Design issue_scoreboard_flat, sky130hd; sources not shown.
**Run 1: layout detail**

Window x 31 to 71, y 31 to 71 um. Cells in grey, sequential cells in the stronger grey; small squares are vias.
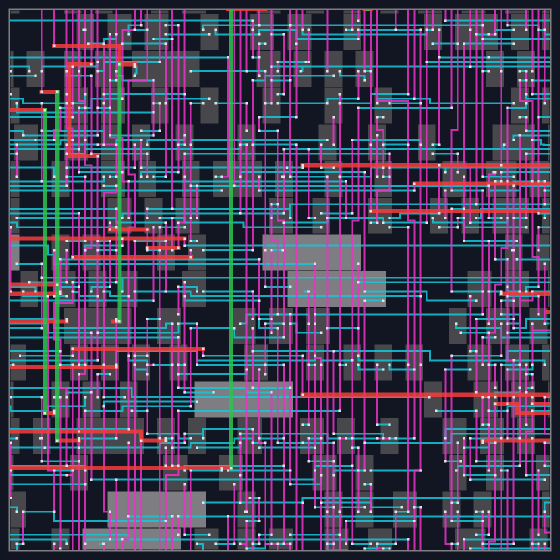
- magenta: M2
- green: M4
- red: M3
- cyan: M1
- cells with their middle in the window: 139
- sequential cells in the window: 5
- most frequent: nand2_1 (55), nand3_1 (20), nor2_1 (15)

**Run 1: pin map**

(4 px per um) Pins as bars across the die edge, other pins in grey.
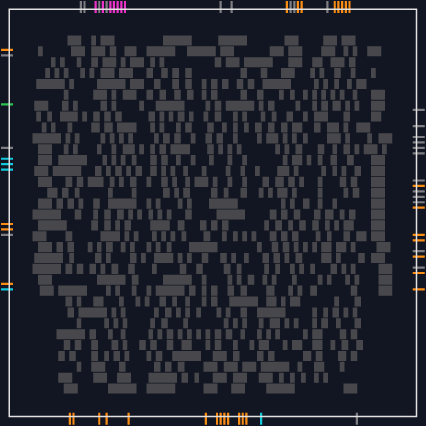
- orange: bus_busy_vec (pins 32; direction output; edge 13 south, 8 north, 7 east, 4 west)
- cyan: bus_id_addr_d (pins 5; direction input; edge 4 west, 1 south)
- green: bus_mul_busy (pins 1; direction output; edge west)
- magenta: bus_id_op (pins 7; direction input; edge north)
Die Ht: 101 um
width of the die: 101 um
Port-buffer cells: 68

**Run 1: wiring by layer**

(4 px per um) Two of the layers only.
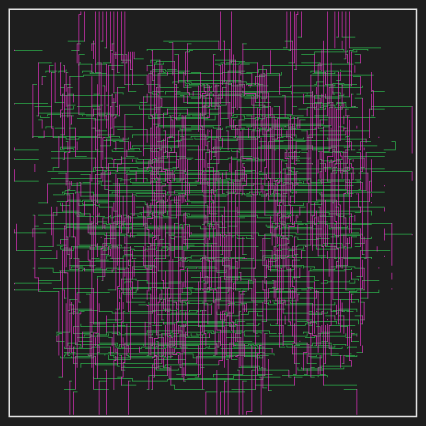
- magenta: M2 (wire length 6230 um)
- green: M1 (wire length 5800 um)
vias: 3955
gr usage total: 25.3%

**Run 1: placed standard cells**

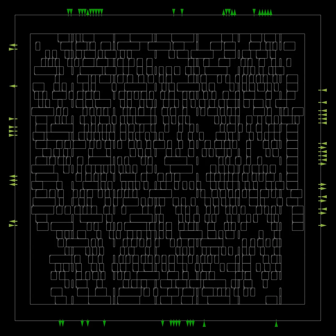
# fillers: 1190
flip-flops: 35
Util after Layout: 47.0%

==> results.txt, run 1 <==
H-tree depth - 2
1st-pass router iterations - 5
slew margin rel. - 28.3%
worst hold-check path type - reg -> reg
Worst-path clk slew - 70 ps
cts hold-fix bufs - 0
data arrival time of the critical path - 4850 ps
RSZ-0062 raised after global routing - false
ys cells - 553
CTS buffer count - 5
endpoint class of the critical path - output pin
Worst path top cell family by delay - buffers and inverters
crit path cell chain - clkdlybuf4s50_1 -> buf_4 -> nor2_1 -> nor2_1 -> nand2_1 -> nand3_1 -> nand3_1 -> nand3_1 -> nand3_1 -> nand3_2 -> nand3_1 -> inv_1 -> clkdlybuf4s50_1
Flops after synth - 35
Final Hold Vio Count - 0
Yosys chip area - 0.00301 mm^2
Power per Cell Area - 133 mW/mm^2
CP required - 5190 ps
Top cells excl fill/tap - nand2_1, nand3_1, nor2_1
Gate Count Post-Synth - 553
largest net degree at the start of global routing - 32
yosys warns - 6
mapped cell area - 0.00301 mm^2
status - finished clean
Seq share, synth - 23.3%
postcts setup bufs - 0
CP max stage delay - 890 ps
critical path class - in -> out
CTS tree - done
Startpoint Class - input pin
GR Overflow Total - 0
max_cap viols - 0
logic area - 0.00195 mm^2
share of layout cells above drive strength 1 - 4.26%
Tightest Pin Transition - 1070 ps
synthesized area per cell - 5.44 um^2
Ports - 70
Pre-Place Util - 36.8%
NumNets Final - 646
FP Rows - 33
Log Warnings - 26
vias in the first global route - 3887
chip area - 0.0103 mm^2
post-CTS sizing - 0
clk_lat worst skew - 290 ps
clk_skew - 4.85 ps
Core ar. - 0.00818 mm^2
most common cell type on the critical path - nand3_1
most instantiated logic cell after routing - nand2_1
hold depth - 2
Slew Limit Fails - 0
setup ws final - 333 ps
Final period util - 95.5%
number of nets at floorplan - 589
TNS Setup - 0 ps
P_leak - 1.58 nW
first-pass GRT wire length - 20400 um
VDD IR max - 128 uV
Max FO, Critical Path - 19
Detail Placement HPWL - 10000 um
CP Buf/Inv Count - 4
cells on worst reg2reg path - 11
Place WS - 348 ps
max reg flops - 31
Setup violations, final - 0
CTS Buffer Depth - 2
DR vias/cell - 5.52
Max Clock Freq - 0.141 GHz
antenna violations before repair - 0
DRT iter0 DRCs - 259
DRT Wirelength - 13100 um
min Tclk post-route - 7080 ps
DRC viols - 0
area grow syn2layout - 27.6%
post-route ant nets - 0
Worst path depth - 13
R2R Setup Slk - 5190 ps
CTS root buf - clkbuf_8
clock sinks - 35
diode count - 0
Cell Type Count - 29
register area - 701 um^2
post-DR wirelength/cell - 18.3 um
Slowest cell on crit path - clkdlybuf4s50_1
-- run 1: cells in the mapped netlist --
master | n | area [um^2]
nor3_1 | 11 | 55.1
buf_4 | 4 | 30.0
o22ai_1 | 2 | 12.5
buf_1 | 3 | 11.3
buf_2 | 14 | 70.1
clkbuf_1 | 7 | 26.3
nand3b_1 | 1 | 7.51
o21ai_0 | 39 | 195
nor2_1 | 69 | 259
or2_2 | 3 | 18.8
nand2_1 | 156 | 586
xor2_1 | 3 | 26.3
conb_1 | 1 | 3.75
a31oi_1 | 1 | 6.26
o21ai_1 | 1 | 5.00
inv_1 | 56 | 210
nand2_2 | 1 | 6.26
clkinv_1 | 2 | 7.51
a21oi_2 | 1 | 8.76
nor2_4 | 1 | 11.3
nand3_2 | 1 | 10.0
nor2_2 | 1 | 6.26
ha_1 | 1 | 12.5
o211ai_1 | 11 | 82.6
inv_2 | 2 | 7.51
nor4b_1 | 1 | 8.76
a21oi_1 | 37 | 185
nand3_1 | 88 | 440
dfxtp_1 | 35 | 701
-- run 1: report_power, final --
part           total (W)  internal [W]  switching (W)
logic           0.000168     0.0000616       0.000106
registers       0.000203      0.000196     0.00000726
clock network   0.000138     0.0000661      0.0000723
-- run 1: area by class of cell --
cell class | count | area share, %
sequential | 35 | 18.2
tap | 105 | 3.42
inverter | 60 | 5.86
multi-input combinational | 430 | 50.7
timing repair buffer | 78 | 19.7
clock inverter | 1 | 0.130
clock buffer | 7 | 1.99
-- run 1: per-layer routing --
metal  routed length, um  vias to the layer above  global-route usage, %
met2                6230                      145                   41.9
met3                 689                       30                   2.96
met1                5800                     1882                   33.7
met4                 374                        0                   9.30
met5                   0                        -                      0
li1                    -                     1898                      -
-- run 1: per-stage QoR --
step                      hold slack, ps  cells  instance area [um^2]  util, %  total power, W
final                                510    716                  3840     47.0        0.000509
after global routing                 540    716                  3840     47.0        0.000540
after CTS                            511    716                  3840     47.0        0.000513
after detailed placement             501    708                  3760     46.0        0.000373
after global placement               489    708                  3760     46.0        0.000368
after floorplan                      474    553                  3010        -        0.000311
-- run 1: cell families (layout without fill, tap and decap cells) --
family	Yosys count	after routing	synth area share, %
AND/OR/NAND/NOR	333	333	46.8
AND-OR/OR-AND	92	92	16.5
buffers and inverters	88	146	12.1
flip-flops	35	35	23.3
XOR/XNOR	3	3	0.873
adder cells (fa/ha/maj)	1	1	0.416
other	1	1	0.125
-- run 1: worst register-to-register path, cell delays in order, from the launching register on --
cell and delay (ps):
dfxtp_1 370, or2_2 290, nand3_1 70, nand3_1 80, nand3_1 150, nand3_1 90
nand3_1 140, nand3_2 170, nor2_4 130, buf_4 330, nand3_1 140, a21oi_1 190
==> run 2: changes to the inputs <==
CORE_UTILIZATION = 40   (was 36)
CTS_BUF_LIST = sky130_fd_sc_hd__clkbuf_4   (was default)
DONT_BUFFER_PORTS = 1   (was default)
==> results.txt, run 2 <==
status - finished clean
CTS tree - done
post-DR wirelength/cell - 19.8 um (+8.3%)
Core ar. - 0.00729 mm^2 (-11%)
Ports - 70 (unchanged)
Synth area leader - dfxtp_1
area grow syn2layout - 1.70%
RSZ-0062 raised after global routing - false
hold depth - 2 (unchanged)
clk_skew - 11.4 ps (+6.51 ps)
cts hold-fix bufs - 0 (unchanged)
FP Rows - 31 (-6.1%)
Yosys chip area - 0.00301 mm^2 (unchanged)
post-CTS sizing - 0 (unchanged)
net switching power - 0.000161 W (-13%)
Detail Placement HPWL - 9360 um (-6.4%)
H-tree depth - 2 (unchanged)
CTS Buffer Depth - 2 (unchanged)
share of layout cells above drive strength 1 - 3.56% (-0.70 points)
number of nets at floorplan - 589 (unchanged)
mapped cell area - 0.00301 mm^2 (unchanged)
Cell Type Count - 29 (unchanged)
post-route ant nets - 0 (unchanged)
P_leak - 1.29 nW (-19%)
Slew Limit Fails - 0 (unchanged)
Gate Count Post-Synth - 553 (unchanged)
postcts setup bufs - 0 (unchanged)
Power per Cell Area - 143 mW/mm^2 (+7.9%)
largest net degree at the start of global routing - 32 (unchanged)
min Tclk post-route - 5880 ps (-1190 ps)
max reg flops - 31 (unchanged)
CTS root buf - clkbuf_4
critical path class - in -> out
DR vias/cell - 5.91 (+6.9%)
NumNets Final - 569 (-12%)
Seq share, synth - 23.3% (unchanged)
yosys warns - 6 (unchanged)
FFs w/ async S/R, synth - 0% (unchanged)
Final Cell Area - 0.00306 mm^2 (-20%)
Worst-path clk slew - 120 ps (+50 ps)
DRT iter0 DRCs - 317 (+22%)
count leader, synth - nand2_1
top cells, area - dfxtp_1, nand2_1, nand3_1, nor2_1, inv_1
slew margin rel. - 29.0% (+0.71 points)
Clock Power Share - 25.4% (-1.8 points)
DP Area - 0.00300 mm^2 (-20%)
Max Clock Freq - 0.170 GHz (+20%)
most instantiated logic cell after routing - nand2_1
GR Overflow Total - 0 (unchanged)
clk_lat worst skew - 340 ps (+50 ps)
# fillers - 1107 (-7.0%)
Gate power share - 28.2% (-4.7 points)
first-pass GRT wire length - 19500 um (-4.1%)
diode count - 0 (unchanged)
Startpoint Class - input pin
worst hold-check path type - reg -> reg
Synth Flop Type - dfxtp_1
Port-buffer cells - 0 (-100%)
sequential power share - 46.4% (+6.5 points)
Pre-Place Util - 41.3% (+4.5 points)
Synth top area share - 23.3% (unchanged)
TNS Setup - 0 ps (unchanged)
vias in the first global route - 3599 (-7.4%)
Post-synth top cells - nand2_1, nand3_1, nor2_1, inv_1, o21ai_0
endpoint class of the critical path - output pin
Max FO, Critical Path - 12 (-7)
Setup violations, final - 0 (unchanged)
Die Ht - 96.8 um (-4.6%)
Final period util - 79.4% (-16 points)
clock sinks - 35 (unchanged)
cells on worst reg2reg path - 14 (+3)
chip area - 0.00936 mm^2 (-9.0%)
switching share of total power - 36.7% (+0.26 points)
number of enable flip-flop cells - 0 (unchanged)
Pint - 0.000277 W (-14%)
antenna violations before repair - 0 (unchanged)
width of the die - 96.8 um (-4.6%)
Tot Pwr - 0.000438 W (-14%)
max_cap viols - 0 (unchanged)
Final Hold Vio Count - 0 (unchanged)
R2R Setup Slk - 4950 ps (-240 ps)
gr usage total - 25.5% (+0.21 points)
Flops after synth - 35 (unchanged)
DRC viols - 0 (unchanged)
Log Warnings - 26 (unchanged)
Top cells excl fill/tap - nand2_1, nand3_1, nor2_1
CTS buffer count - 5 (unchanged)
VDD IR max - 130 uV (+1.5%)
Tightest Pin Transition - 1060 ps (-10.6 ps)
synthesized area per cell - 5.44 um^2 (unchanged)
CP required - 5190 ps (about the same)
data arrival time of the critical path - 3660 ps (-1190 ps)
1st-pass router iterations - 5 (unchanged)
ys cells - 553 (unchanged)
## run 2: power by group through the flow
stage	Clock [W]	Sequential, W	Combinational, W
2_1_floorplan	0	0.000206	0.000105
3_3_place_gp	0	0.000207	0.000117
3_5_place_dp	0	0.000207	0.000122
4_1_cts	0.000116	0.000203	0.000122
5_1_grt	0.000125	0.000204	0.000139
6_report	0.000111	0.000203	0.000123
## run 2: cells by family after synthesis
logic type,after synthesis,share of synthesized area (%)
AND-OR/OR-AND,92,16.5
XOR/XNOR,3,0.873
adder cells (fa/ha/maj),1,0.416
buffers and inverters,88,12.1
flip-flops,35,23.3
other,1,0.125
AND/OR/NAND/NOR,333,46.8
## run 2: cell type report
type                       count  area [um^2]  area share [%]
multi-input combinational    430         1950            63.6
timing repair buffer           1         7.51           0.245
sequential                    35          701            22.9
clock buffer                   7         52.6            1.72
tap                           99          124            4.05
inverter                      60          225            7.36
clock inverter                 1         5.00           0.163
## run 2: metrics by stage
| stage | util, % | setup slack [ps] | hold WS, ps | cells |
|---|---|---|---|---|
| floorplan | - | 1750 | 474 | 553 |
| global placement | 41.2 | 1560 | 488 | 625 |
| detailed placement | 41.2 | 1560 | 500 | 625 |
| CTS | 42.0 | 1560 | 518 | 633 |
| global route | 42.0 | 1410 | 547 | 633 |
| finish | 42.0 | 1530 | 514 | 633 |
## run 2: worst max-delay path: stages
cell,delay (ps)
inv_1,280
nor2_1,100
nand2_1,80
nand3_1,80
nand2_1,60
nand2_1,50
nor2_1,110
nand2_1,80
a21oi_2,190
nand3_2,190
nand3_1,120
inv_1,110
## run 2: layer usage
metal  track usage, %  share of wire, %  routed length, um  vias to the layer above
met5                0                 0                  0                        -
met1             33.1                43               5420                     1834
met3             6.12               8.6               1080                       15
li1                 -                 -                  -                     1751
met2             42.5                47               5890                      138
met4             6.16               1.2                146                        0
**Run 2: the metal 2 layer**

(4 px per um)
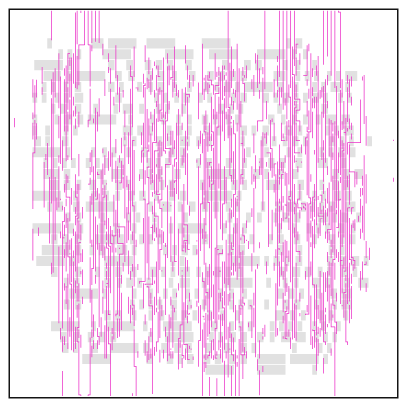
- nets with wire on the layer: 493
- longest straight run: 65.6 um
DRT Wirelength: 12500 um
vias: 3738
met2 GRT Util: 42.5%

Power is estimated from default activity; no workload was simulated.
